**config.mk**
```make
export PLATFORM = sky130hd
export DESIGN_NAME = kv_cache_miss_ctrl
export DESIGN_NICKNAME = d
export VERILOG_FILES = /design/src/rtl/kv_cache_pkg.sv /design/src/rtl/kv_cache_miss_ctrl_victim.sv /design/src/rtl/kv_cache_miss_ctrl.sv
export SDC_FILE = /design/constraint.sdc
export NUM_CORES = 1
export LEC_CHECK = 0
export CORE_AREA = 10 10 66 62
export CTS_CLUSTER_DIAMETER = 50
export CTS_CLUSTER_SIZE = 20
export DETAILED_ROUTE_END_ITERATION = 10
export DIE_AREA = 0 0 76 72
export HOLD_SLACK_MARGIN = 0.06
export PLACE_DENSITY = 0.82
export SYNTH_ARGS = -nofsm -noshare
export SYNTH_HDL_FRONTEND = slang
export SYNTH_SLANG_ARGS = --single-unit
```
**constraint.sdc**
```tcl
create_clock -name i_clk -period 2.71 [get_ports i_clk]
set_clock_uncertainty 0.1 [all_clocks]
set_input_delay 0.542 -clock i_clk [delete_from_list [all_inputs] [get_ports i_clk]]
set_output_delay 0.542 -clock i_clk [all_outputs]
set_load 0.05 [all_outputs]
```
**src/rtl/kv_cache_pkg.sv**
```systemverilog
// kv_cache_pkg: shared definitions for the cache miss controller slice.
//   WAYS / IDX_W / BEATS : default geometry (4 ways, 16 sets, 4 words/line)
//   way_t                : one-hot way vector
//   state_e              : miss-sequencing FSM states (fixed legacy encodings)
package kv_cache_pkg;

  localparam int unsigned WAYS  = 4;
  localparam int unsigned IDX_W = 4;
  localparam int unsigned BEATS = 4;

  typedef logic [WAYS-1:0] way_t;

  typedef enum logic [2:0] {
    ST_IDLE    = 3'd0,
    ST_WB_CMD  = 3'd1,
    ST_WB_DATA = 3'd2,
    ST_RF_CMD  = 3'd3,
    ST_RF_DATA = 3'd4,
    ST_FILL    = 3'd5
  } state_e;

endpackage

```
**src/rtl/kv_cache_miss_ctrl_victim.sv**
```systemverilog
// kv_victim_select: combinational replacement-way picker.
//   i_valid_way    : per-way valid bits of the indexed set
//   i_lru_killmask : LRU victim suggestion (expected one-hot)
//   o_victim       : one-hot victim; the lowest invalid way if any exists,
//                    otherwise the lowest set bit of the killmask
module kv_victim_select #(
  parameter int unsigned WAYS = kv_cache_pkg::WAYS
) (
  input  logic [WAYS-1:0] i_valid_way,
  input  logic [WAYS-1:0] i_lru_killmask,
  output logic [WAYS-1:0] o_victim
);

  logic found;

  always_comb begin
    o_victim = '0;
    found    = 1'b0;
    if (!(&i_valid_way)) begin
      for (int unsigned i = 0; i < WAYS; i++) begin
        if (!found && !i_valid_way[i]) begin
          o_victim[i] = 1'b1;
          found       = 1'b1;
        end
      end
    end else begin
      // A malformed (multi-hot) killmask still yields a single victim.
      for (int unsigned i = 0; i < WAYS; i++) begin
        if (!found && i_lru_killmask[i]) begin
          o_victim[i] = 1'b1;
          found       = 1'b1;
        end
      end
    end
  end

endmodule

```
**src/rtl/kv_cache_miss_ctrl.sv**
```systemverilog
// kv_cache_miss_ctrl: request sequencer for a set-associative cache.
// Hits become a one-cycle-later LRU touch + done pulse. Misses pick a victim,
// optionally write a dirty victim back, refill the line beat by beat, then
// write the tag and touch the LRU for the filled way.
//
// Build option: define KV_CACHE_WB_EN for write-back; when undefined the
// cache is write-through (no writeback states, dirty bits ignored).
//
// Ports:
//   i_clk, i_rst                 clock, synchronous active-high reset
//   i_req_valid / o_req_ready    lookup-result handshake
//   i_req_index, i_hit_way, i_valid_way, i_dirty_way, i_lru_killmask
//   o_lru_touch/_index/_way      LRU update strobe
//   o_mem_cmd_valid/_write/_index, i_mem_cmd_ready   line command
//   o_mem_wvalid / i_mem_wready  writeback beats
//   i_mem_rvalid                 refill beats (no backpressure)
//   o_data_way/_beat/_we         data-array way, beat select, refill write
//   o_tag_we                     tag/valid write for o_data_way
//   o_done, o_done_way           completion pulse
module kv_cache_miss_ctrl
  import kv_cache_pkg::*;
#(
  parameter int unsigned WAYS  = kv_cache_pkg::WAYS,
  parameter int unsigned IDX_W = kv_cache_pkg::IDX_W,
  parameter int unsigned BEATS = kv_cache_pkg::BEATS
) (
  input  logic                       i_clk,
  input  logic                       i_rst,
  input  logic                       i_req_valid,
  output logic                       o_req_ready,
  input  logic [IDX_W-1:0]           i_req_index,
  input  logic [WAYS-1:0]            i_hit_way,
  input  logic [WAYS-1:0]            i_valid_way,
  input  logic [WAYS-1:0]            i_dirty_way,
  input  logic [WAYS-1:0]            i_lru_killmask,
  output logic                       o_lru_touch,
  output logic [IDX_W-1:0]           o_lru_index,
  output logic [WAYS-1:0]            o_lru_way,
  output logic                       o_mem_cmd_valid,
  input  logic                       i_mem_cmd_ready,
  output logic                       o_mem_cmd_write,
  output logic [IDX_W-1:0]           o_mem_cmd_index,
  output logic                       o_mem_wvalid,
  input  logic                       i_mem_wready,
  input  logic                       i_mem_rvalid,
  output logic [WAYS-1:0]            o_data_way,
  output logic [$clog2(BEATS)-1:0]   o_data_beat,
  output logic                       o_data_we,
  output logic                       o_tag_we,
  output logic                       o_done,
  output logic [WAYS-1:0]            o_done_way
);

  localparam int unsigned BW = $clog2(BEATS);

  state_e            state_q, state_d;
  logic [BW-1:0]     cnt_q, cnt_d;
  logic [IDX_W-1:0]  idx_q, idx_d;
  logic [WAYS-1:0]   vict_q, vict_d;
  logic              hit_q, hit_d;
  logic [WAYS-1:0]   hit_way_q, hit_way_d;
  logic [IDX_W-1:0]  hit_idx_q, hit_idx_d;

  logic [WAYS-1:0]   sel_way;
  logic              accept;
  logic              is_hit;
  logic              last_beat;
  logic              fill;

`ifndef KV_CACHE_WB_EN
  logic unused_wt;
  assign unused_wt = (^i_dirty_way) ^ i_mem_wready;
`endif

  kv_victim_select #(
    .WAYS (WAYS)
  ) u_victim (
    .i_valid_way    (i_valid_way),
    .i_lru_killmask (i_lru_killmask),
    .o_victim       (sel_way)
  );

  assign accept    = i_req_valid && (state_q == ST_IDLE);
  assign is_hit    = |i_hit_way;
  assign last_beat = (cnt_q == BW'(BEATS - 1));
  assign fill      = (state_q == ST_FILL);

  always_comb begin
    state_d   = state_q;
    cnt_d     = cnt_q;
    idx_d     = idx_q;
    vict_d    = vict_q;
    // Hit bookkeeping is a one-cycle pipeline: cleared unless a hit is accepted.
    hit_d     = accept && is_hit;
    hit_way_d = (accept && is_hit) ? i_hit_way : '0;
    hit_idx_d = (accept && is_hit) ? i_req_index : '0;

    case (state_q)
      ST_IDLE: begin
        if (accept && !is_hit) begin
          idx_d  = i_req_index;
          vict_d = sel_way;
          cnt_d  = '0;
`ifdef KV_CACHE_WB_EN
          state_d = (|(sel_way & i_valid_way & i_dirty_way)) ? ST_WB_CMD : ST_RF_CMD;
`else
          state_d = ST_RF_CMD;
`endif
        end
      end
`ifdef KV_CACHE_WB_EN
      ST_WB_CMD: begin
        if (i_mem_cmd_ready) begin
          state_d = ST_WB_DATA;
          cnt_d   = '0;
        end
      end
      ST_WB_DATA: begin
        if (i_mem_wready) begin
          cnt_d = cnt_q + BW'(1);
          if (last_beat) state_d = ST_RF_CMD;
        end
      end
`endif
      ST_RF_CMD: begin
        if (i_mem_cmd_ready) begin
          state_d = ST_RF_DATA;
          cnt_d   = '0;
        end
      end
      ST_RF_DATA: begin
        if (i_mem_rvalid) begin
          cnt_d = cnt_q + BW'(1);
          if (last_beat) state_d = ST_FILL;
        end
      end
      ST_FILL: begin
        state_d = ST_IDLE;
      end
      default: begin
        state_d = ST_IDLE;
        cnt_d   = '0;
      end
    endcase
  end

  always_ff @(posedge i_clk) begin
    if (i_rst) begin
      state_q   <= ST_IDLE;
      cnt_q     <= '0;
      idx_q     <= '0;
      vict_q    <= '0;
      hit_q     <= 1'b0;
      hit_way_q <= '0;
      hit_idx_q <= '0;
    end else begin
      state_q   <= state_d;
      cnt_q     <= cnt_d;
      idx_q     <= idx_d;
      vict_q    <= vict_d;
      hit_q     <= hit_d;
      hit_way_q <= hit_way_d;
      hit_idx_q <= hit_idx_d;
    end
  end

  // A hit pulse and FILL never coincide: a miss leaves IDLE on accept, so no
  // hit can be pending while the miss is in flight.
  always_comb begin
    o_req_ready     = (state_q == ST_IDLE);
    o_lru_touch     = hit_q || fill;
    o_lru_way       = fill ? vict_q : hit_way_q;
    o_lru_index     = fill ? idx_q : hit_idx_q;
    o_done          = hit_q || fill;
    o_done_way      = fill ? vict_q : hit_way_q;
`ifdef KV_CACHE_WB_EN
    o_mem_cmd_valid = (state_q == ST_WB_CMD) || (state_q == ST_RF_CMD);
    o_mem_cmd_write = (state_q == ST_WB_CMD);
    o_mem_wvalid    = (state_q == ST_WB_DATA);
`else
    o_mem_cmd_valid = (state_q == ST_RF_CMD);
    o_mem_cmd_write = 1'b0;
    o_mem_wvalid    = 1'b0;
`endif
    o_mem_cmd_index = o_mem_cmd_valid ? idx_q : '0;
    o_data_way      = (state_q != ST_IDLE) ? vict_q : '0;
    o_data_beat     = cnt_q;
    o_data_we       = (state_q == ST_RF_DATA) && i_mem_rvalid;
    o_tag_we        = fill;
  end

endmodule

```
Run 1, routing congestion map:
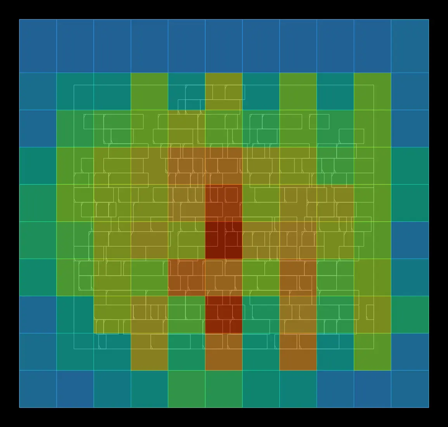
met3 GRT Util: 3.94%
routing usage on met2: 20.1%
busiest grt layer: met2
routed len/inst: 15.9 um
final core occ: 66.2%

Run 1, layout detail:
Region (6, 42) to (31, 67) um. Cells in gray, sequential cells in the stronger gray; small squares are vias.
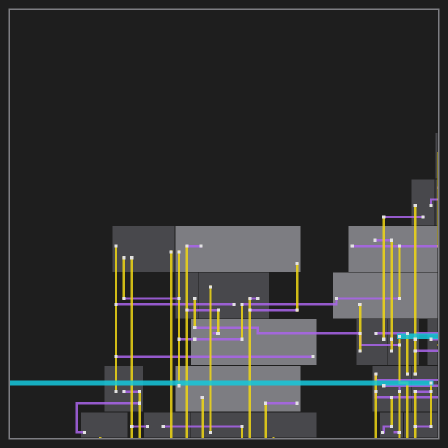
color	layer
cyan	M3
yellow	M2
purple	M1
most frequent	dfxtp_1 (5), nor2_1 (2), a21oi_1 (2)
cells with their middle in the window	19
sequential cells in the window	5
netlist names of flops here include	idx_q (2), state_q (2)

Run 1, signal wires on met1:
Scale: 6 px per um.
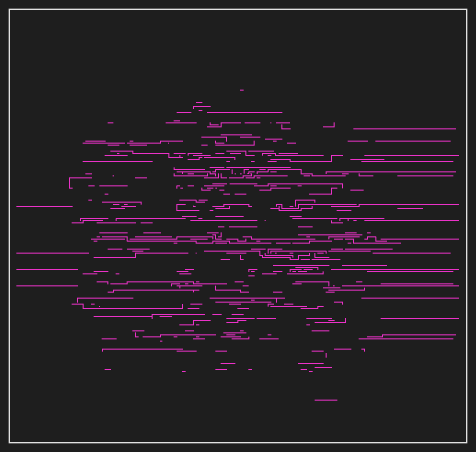
share of all routed wire	42%
nets with wire on the layer	167
wire length on this layer	1,370 um
routed wire length: 3.26 mm
met1 Use GR: 13.2%
total number of vias: 1,046

Run 1, cells colored by class:
Scale: 4 px per um.
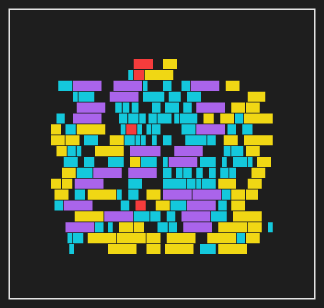
color	class	cells	share of their area
yellow	remaining buffers and delay cells	50	37%
cyan	remaining logic cells	89	36%
purple	registers	22	25%
red	clock drivers and dummy loads	4	2.1%

==> flow_metrics.tcl, run 1 <==
# metrics dict for downstream scripts
set metrics [dict create \
    ys_sh_mux_pct 14.2 \
    whs_path_depth 2 \
    seq_power_share_pct 50.1 \
    min_path_type "flop to flop" \
    critPathMaxStageDelay_ns 0.81 \
    p_leak_nw 0.747 \
    clockBufferCount 4 \
    top_cell "dfxtp_1" \
    ys_sh_simple_pct 30.0 \
    fillCellCount 240 \
    ios 56 \
    path_clk_slew_ns 0.12 \
    report.final.slew_viol_count 0 \
    n_all_buffers 50 \
    seq-cell-share_pct 24.5 \
    globalRouteTotalUtil_pct 11.5 \
    setup_viol 0 \
    yosys_warnings 0 \
    fin_cells 205 \
    htree_levels 1 \
    cts_hold_buf 0 \
    flops 22 \
    tightest_slew_ns 0.523 \
    drt_iter0_markers 69 \
    cts_root_buf "clkbuf_4" \
    grt-ovfl-total 0 \
    inverters 2 \
    fa_ha_area_share_pct 1.11 \
    antenna_cells 0 \
    slew_headroom_pct 65.1 \
    yosys.area.top_type "dfxtp_1" \
    p_clk_uw 179 \
    cp_num_buf_inv 1 \
    hold_violations 0 \
    finalPower_uw 666 \
    rsz0062_at_grt "no" \
    top_area_share_pct 38.9 \
    avgViaCountPerCell 5.10 \
    initCoreUtil_pct 41.5 \
    synth_cell_type_count 35 \
    ys_area_um2 1130 \
    area_leaders "dfxtp_1 (39%), mux2_2 (8.0%), mux2i_1 (6.2%)" \
    dpl_worst_slack_ns 0.0626 \
    rr_worst_depth 4 \
    ff_type "dfxtp_1" \
    dpl-instance-area_um2 1750 \
    ir_worst_vdd_mv 0.244 \
    status "finished, final reports clean" \
    coreArea_um2 2730 \
    fin_nets 193 \
    clkPwrFrac_pct 26.9 \
    clock_cell_area_share_pct 2.01 \
    combPwrFrac_pct 22.9 \
    cts_sinks 22 \
    power_leader "sequential cells" \
    tritoncts "done" \
    layout-drive-gt1-share_pct 30.3 \
    syn_inst 123 \
    register_area_um2 442 \
    cp.required_ns 2.07 \
    p_int_uw 490 \
    nWellTaps 40 \
    cp-end-kind "output port" \
    sh_comb_area_pct 34.5 \
    die_w_um 76 \
    drtAntennaViolNets 0 \
    post_cts_buffers 0 \
    wl_met2_mm 1.59 \
    cp_top_family "buffers and inverters" \
    netSwitchingPower_uw 176 \
    ys_cells 123 \
    io_buffers 48 \
    area_share_nonclk_buffers_pct 35.9 \
    power.density_nw_per_um2 369 \
    min_period_ns 2.58 \
    comb.multi_input.count 87 \
    edf_count 0 \
    sw_frac_of_total_pct 26.4 \
    clock_latency_ns 0.31 \
    synthTopLogicFamily "simple AND/OR/NAND/NOR gates" \
    design_area_um2 1800 \
    wl_met1_mm 1.37 \
    critPathLaunchType "flop" \
    place_congestion 0.778 \
    grt_max_degree 14 \
    die_area_um2 5470 \
    remaining_drc_errors 0 \
    biggestCellCategory "non-clock buffers" \
    ys_top_cells_by_count "dfxtp_1 (22), nor2_1 (12), mux2_2 (8)" \
    placed_cells_incl_taps 201 \
    holdCritStartpoint "vict_q[1]" \
    slowest_stage "clkdlybuf4s50_1" \
    ys_ff 22 \
    max_freq_mhz 387 \
    grt_pass1_wl_mm 5.33 \
    synthArstFlopShare_pct 0 \
    hold_ws_ns 0.396 \
    cts.path.max_buffers 2 \
    ctsResizeCount 2 \
    min_period_over_period_pct 95.3 \
    mi_logic_area_um2 622 \
    wl_met3_um 278 \
    crit_start "state_q[0]" \
    pg_comb_uw 153 \
    crit_type "flop to output port" \
    antenna_found_initial 0 \
    avgSynthCellArea_um2 9.20 \
    cp_num_cells 3 \
    path_cells "nor3_4, nor2b_1, clkdlybuf4s50_1" \
    synthAoiAreaFrac_pct 7.30 \
    cts_buffers 3 \
    dp_hpwl_mm 2.60 \
    xor_area_share_pct 0 \
    arrival_ns 1.94 \
    setup_tns_ns 0 \
    die_h_um 72 \
    syn_area_um2 1130 \
    top_layer_used "met4" \
    syn_to_final_growth_pct 59.5 \
    drt-pass1-iter-count 4 \
    max_cap_violations 0 \
    fin_ws_ns 0.128 \
    warnings 31 \
    r2r_start "state_q[0]" \
    critPathMaxFanout 10 \
    pg_seq_uw 334 \
    grt_pass1_vias 1072 \
    ys_seq_share_pct 38.9 \
    num_rows 18 \
]
-- run 1: path summary, 6_finish.rpt --
kind                    end  slack (ns)
max           o_data_way[2]        0.13
min reg2reg       vict_q[1]        0.40
max reg2reg  o_data_beat[0]        1.05
min               vict_q[1]        0.40
-- run 1: cells in the final DEF (no fill, tap or decap), types with 2 or more instances in the layout --
master / n
mux2i_1: 7
conb_1: 2
clkdlybuf4s50_1: 24
dfxtp_1: 21
buf_12: 16
or3_1: 2
and2_2: 2
inv_1: 2
a21oi_1: 5
nor2_1: 12
clkbuf_4: 3
and3_2: 4
dlymetal6s2s_1: 2
mux2_2: 8
and3_1: 2
nand2_1: 4
nand3_1: 2
o21ai_0: 2
or4b_2: 2
nand4_1: 2
and2_1: 7
nor2b_1: 4
buf_4: 7
nand4b_1: 2
nand2b_1: 6
==> inputs of run 2 (changes only) <==
--- a/config.mk
+++ b/config.mk
@@ -10,7 +10,6 @@
 export CTS_CLUSTER_SIZE = 20
 export DETAILED_ROUTE_END_ITERATION = 10
 export DIE_AREA = 0 0 76 72
-export HOLD_SLACK_MARGIN = 0.06
 export PLACE_DENSITY = 0.82
 export SYNTH_ARGS = -nofsm -noshare
 export SYNTH_HDL_FRONTEND = slang
==> flow_metrics.tcl, run 2 <==
# metrics dict for downstream scripts
set metrics [dict create \
    rsz0062_at_grt "no" \
    initCoreUtil_pct 41.5 \
    warnings 31 \
    remaining_drc_errors 0 \
    hold_violations 0 \
    syn_inst 123 \
    top_layer_used "met4" \
    nWellTaps 40 \
    final_common_cell "clkdlybuf4s50_1" \
    htree_levels 1 \
    cts_hold_buf 0 \
    coreArea_um2 2730 \
    holdCritStartpoint "vict_q[1]" \
    post_cts_buffers 0 \
    ys_top_cells_by_count "dfxtp_1 (22), nor2_1 (12), mux2_2 (8)" \
    critPathMaxStageDelay_ns 0.81 \
    r2r_start "state_q[0]" \
    wl_met1_mm 1.37 \
    placed_cells_incl_taps 201 \
    path_cells "nor3_4, nor2b_1, clkdlybuf4s50_1" \
    vias 1046 \
    setup_tns_ns 0 \
    slew_headroom_pct 65.1 \
    grt_util_met3_pct 3.94 \
    place_congestion 0.778 \
    edf_count 0 \
    seq_power_share_pct 50.1 \
    biggestCellCategory "non-clock buffers" \
    ctsResizeCount 2 \
    clockBufferCount 4 \
    clock_latency_ns 0.31 \
    status "finished, final reports clean" \
    cts.path.max_buffers 2 \
    use_met2_pct 20.1 \
    min_period_ns 2.58 \
    synthArstFlopShare_pct 0 \
    path_clk_slew_ns 0.12 \
    tritoncts "done" \
    p_leak_nw 0.747 \
    layout-drive-gt1-share_pct 30.3 \
    max_freq_mhz 387 \
    cts_buffers 3 \
    top_cell "dfxtp_1" \
    min_period_over_period_pct 95.3 \
    cts_sinks 22 \
    finalPower_uw 666 \
    antenna_found_initial 0 \
    combPwrFrac_pct 22.9 \
    clock_cell_area_share_pct 2.01 \
    min_path_type "flop to flop" \
    ios 56 \
    grt_pass1_wl_mm 5.33 \
    grt_pass1_vias 1072 \
    p_clk_uw 179 \
    yosys_warnings 0 \
    ff_type "dfxtp_1" \
    grt_max_degree 14 \
    report.final.slew_viol_count 0 \
    flops 22 \
    antenna_cells 0 \
    wl_met3_um 278 \
    slowest_stage "clkdlybuf4s50_1" \
    yosys.area.top_type "dfxtp_1" \
    met1_usage_pct 13.2 \
    tightest_slew_ns 0.523 \
    final_cell_mix "clkdlybuf4s50_1 (24), dfxtp_1 (21), buf_12 (16)" \
    die_w_um 76 \
    grt-ovfl-total 0 \
    drt_wl_total_mm 3.26 \
    crit_start "state_q[0]" \
    drt_iter0_markers 69 \
    sw_frac_of_total_pct 26.4 \
    cp_num_cells 3 \
    drt-pass1-iter-count 4 \
    netSwitchingPower_uw 176 \
    num_rows 18 \
    hold_ws_ns 0.396 \
    drtAntennaViolNets 0 \
    max_cap_violations 0 \
    power_leader "sequential cells" \
    power.density_nw_per_um2 369 \
    r2r-end "o_data_beat[0]" \
    cp_top_family "buffers and inverters" \
    io_buffers 48 \
    ys_seq_share_pct 38.9 \
    p_int_uw 490 \
    pg_comb_uw 153 \
    critPathMaxFanout 10 \
    whs_path_depth 2 \
    cp.required_ns 2.07 \
    dpl-instance-area_um2 1750 \
    avgViaCountPerCell 5.10 \
    wl_met2_mm 1.59 \
    dp_hpwl_mm 2.60 \
    dpl_worst_slack_ns 0.0626 \
    cts_root_buf "clkbuf_4" \
    die_area_um2 5470 \
    avgSynthCellArea_um2 9.20 \
    ys_ff 22 \
    grt-busiest-layer "met2" \
    fillCellCount 240 \
    rr_worst_depth 4 \
    worstSetupEndpoint "o_data_way[2]" \
    sh_comb_area_pct 34.5 \
    wl_per_cell_um 15.9 \
    final_core_util_pct 66.2 \
    pg_seq_uw 334 \
    ys_cells 123 \
    setup_viol 0 \
    top_area_share_pct 38.9 \
    r2r_slack_ns 1.05 \
    ys_area_um2 1130 \
    area_share_nonclk_buffers_pct 35.9 \
    comb.multi_input.count 87 \
    fin_nets 193 \
]
## run 2: cell counts after synthesis
Identical to the previous run, type by type.
## run 2: worst reg2reg max path: stages, from the launching register on
cell and delay [ns]:
dfxtp_1 0.58, or3_1 0.17, o21ai_0 0.07, a222oi_1 0.42
mux2i_1 0.25
## run 2: cell families after synthesis
kind of cell / count (synthesis) / share of synthesized area, %
buffers and inverters: 15 / 8.19
other: 1 / 0.332
AND/OR/NAND/NOR: 57 / 30.0
adder cells (fa/ha/maj): 1 / 1.11
flip-flops: 22 / 38.9
multiplexers: 15 / 14.2
AND-OR/OR-AND: 12 / 7.30
## run 2: worst min path at each step
stage,end
after floorplan,vict_q[1]
after global placement,vict_q[1]
after detailed placement,vict_q[1]
after CTS,vict_q[1]
after global routing,vict_q[1]
final,vict_q[1]
Run 2, routing congestion map:
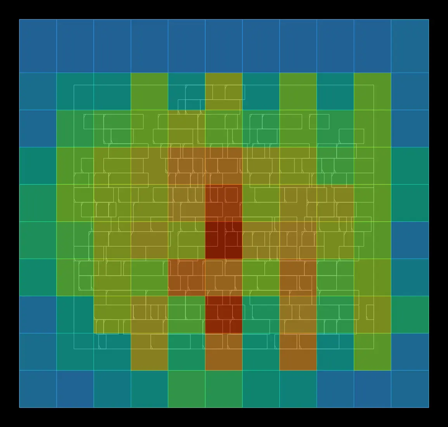
total global-route track usage: 11.5%

Run 2, layout detail:
Region (6, 42) to (31, 67) um. Cells in gray, sequential cells in the stronger gray; small squares are vias.
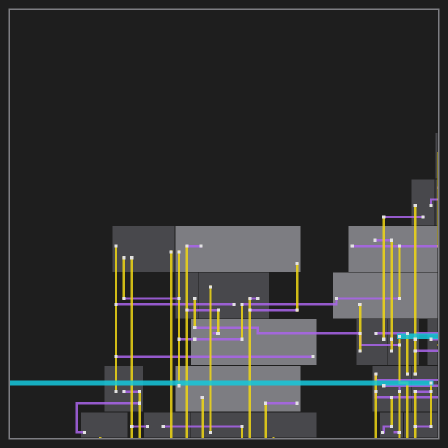
color	layer
purple	M1
yellow	M2
cyan	M3
netlist names of flops here include	idx_q (2), state_q (2)
sequential cells in the window	5
cells with their middle in the window	19
most frequent	dfxtp_1 (5), nor2_1 (2), a21oi_1 (2)

Run 2, drive-strength map:
Scale: 4 px per um.
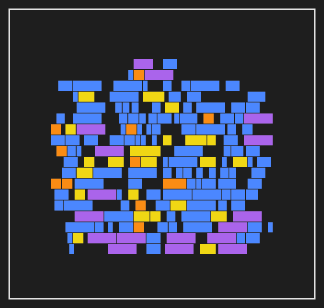
color	size	cells	share	most used
orange	x3 and x4	11	6.7%	buf_4
blue	x1 and smaller	115	70%	clkdlybuf4s50_1
yellow	x2	22	13%	mux2_2
purple	x6 and larger	17	10%	buf_12
Layout area overhead: 59.5%
Non-clk bufs: 50
Worst Slack Setup Final: 0.128 ns
post-layout instance area: 1800 um^2

==> inputs of run 3 (changes only) <==
--- a/config.mk
+++ b/config.mk
@@ -11,6 +11,7 @@
 export DETAILED_ROUTE_END_ITERATION = 10
 export DIE_AREA = 0 0 76 72
 export PLACE_DENSITY = 0.82
+export SLEW_MARGIN = 20
 export SYNTH_ARGS = -nofsm -noshare
 export SYNTH_HDL_FRONTEND = slang
 export SYNTH_SLANG_ARGS = --single-unit
==> flow_metrics.tcl, run 3 <==
# metrics dict for downstream scripts
set metrics [dict create \
    status "finished, final reports clean" \
    post_cts_buffers 0 \
    n_all_buffers 50 \
    placed_cells_incl_taps 201 \
    yosys.area.top_type "dfxtp_1" \
    ff_type "dfxtp_1" \
    wl_per_cell_um 15.9 \
    pg_comb_uw 153 \
    r2r_slack_ns 1.05 \
    die_w_um 76 \
    combPwrFrac_pct 22.9 \
    drt_wl_total_mm 3.26 \
    ys_seq_share_pct 38.9 \
    min_period_over_period_pct 95.3 \
    avgSynthCellArea_um2 9.20 \
    finalPower_uw 666 \
    cts_buffers 3 \
    holdCritStartpoint "vict_q[1]" \
    grt_pass1_wl_mm 5.33 \
    drt_iter0_markers 69 \
    ys_area_um2 1130 \
    biggestCellCategory "non-clock buffers" \
    clockBufferCount 4 \
    ys_ff 22 \
    num_rows 18 \
    io_buffers 48 \
    initCoreUtil_pct 41.5 \
    ys_sh_simple_pct 30.0 \
    clock_cell_area_share_pct 2.01 \
    path_clk_slew_ns 0.12 \
    top_cell "dfxtp_1" \
    slowest_stage "clkdlybuf4s50_1" \
    edf_count 0 \
    path_cells "nor3_4, nor2b_1, clkdlybuf4s50_1" \
    cts_sinks 22 \
    cts.path.max_buffers 2 \
    comb.multi_input.count 87 \
    warnings 31 \
    min_path_type "flop to flop" \
    sw_frac_of_total_pct 26.4 \
    ys_top_cells_by_count "dfxtp_1 (22), nor2_1 (12), mux2_2 (8)" \
    flops 22 \
    ys_cells 123 \
    sh_comb_area_pct 34.5 \
    pg_seq_uw 334 \
    p_leak_nw 0.747 \
    hold_ws_ns 0.396 \
    antenna_found_initial 0 \
    coreArea_um2 2730 \
    critPathMaxStageDelay_ns 0.81 \
    cp.required_ns 2.07 \
    fa_ha_area_share_pct 1.11 \
    synthArstFlopShare_pct 0 \
    setup_tns_ns 0 \
    synthAoiAreaFrac_pct 7.30 \
    rsz0062_at_grt "no" \
    worstSetupEndpoint "o_data_way[2]" \
    ctsResizeCount 2 \
    globalRouteTotalUtil_pct 11.5 \
    htree_levels 1 \
    cp_num_cells 3 \
    netSwitchingPower_uw 176 \
    tightest_slew_ns 0.523 \
    final_core_util_pct 66.2 \
    dpl-instance-area_um2 1750 \
    tritoncts "done" \
    fillCellCount 240 \
    hold_violations 0 \
    p_clk_uw 179 \
    final_common_cell "clkdlybuf4s50_1" \
    yosys_warnings 0 \
    drtAntennaViolNets 0 \
    crit_start "state_q[0]" \
    die_area_um2 5470 \
    r2r_start "state_q[0]" \
    syn_inst 123 \
    max_cap_violations 0 \
]
run 3: layer usage:
| layer | global-route usage (%) | share of wire (%) |
|---|---|---|
| met1 | 13.2 | 42 |
| met2 | 20.1 | 49 |
| met3 | 3.94 | 8.5 |
| met4 | 3.15 | 0.52 |
| met5 | 0 | 0 |
run 3: worst min-delay path by stage:
stage	to	slack, ns	cells past startpoint
5_1_grt	vict_q[1]	0.42	2
3_5_place_dp	vict_q[1]	0.38	2
2_1_floorplan	vict_q[1]	0.36	2
3_3_place_gp	vict_q[1]	0.38	2
4_1_cts	vict_q[1]	0.40	2
6_report	vict_q[1]	0.40	2
run 3: tightest hold or removal path, stage by stage (launching register included):
cell,delay [ns]
dfxtp_1,0.34
nand2b_1,0.07
a21oi_1,0.06
Run 3, drive-strength map:
Scale: 4 px per um.
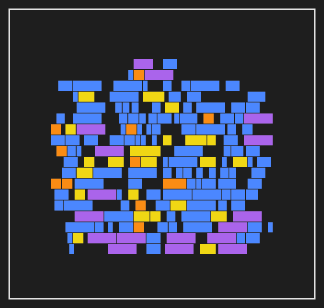
color	size	cells	share	most used
yellow	x2	22	13%	mux2_2
purple	x6 and larger	17	10%	buf_12
blue	x1 and smaller	115	70%	clkdlybuf4s50_1
orange	x3 and x4	11	6.7%	buf_4

Run 3, cells colored by class:
Scale: 4 px per um.
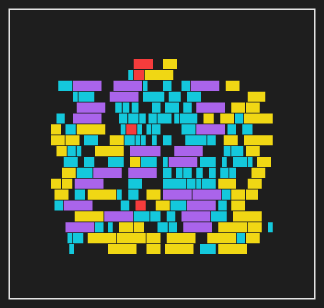
color	class	cells	share of their area
purple	registers	22	25%
yellow	remaining buffers and delay cells	50	37%
cyan	remaining logic cells	89	36%
red	clock drivers and dummy loads	4	2.1%

Run 3, signal wires on met1:
Scale: 6 px per um.
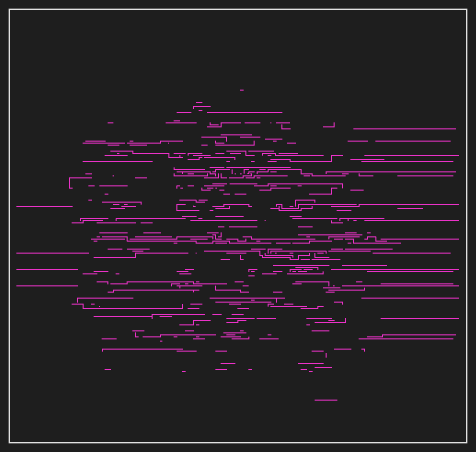
nets with wire on the layer	167
longest straight run	21.6 um
main direction	horizontal
wire length on this layer	1,370 um

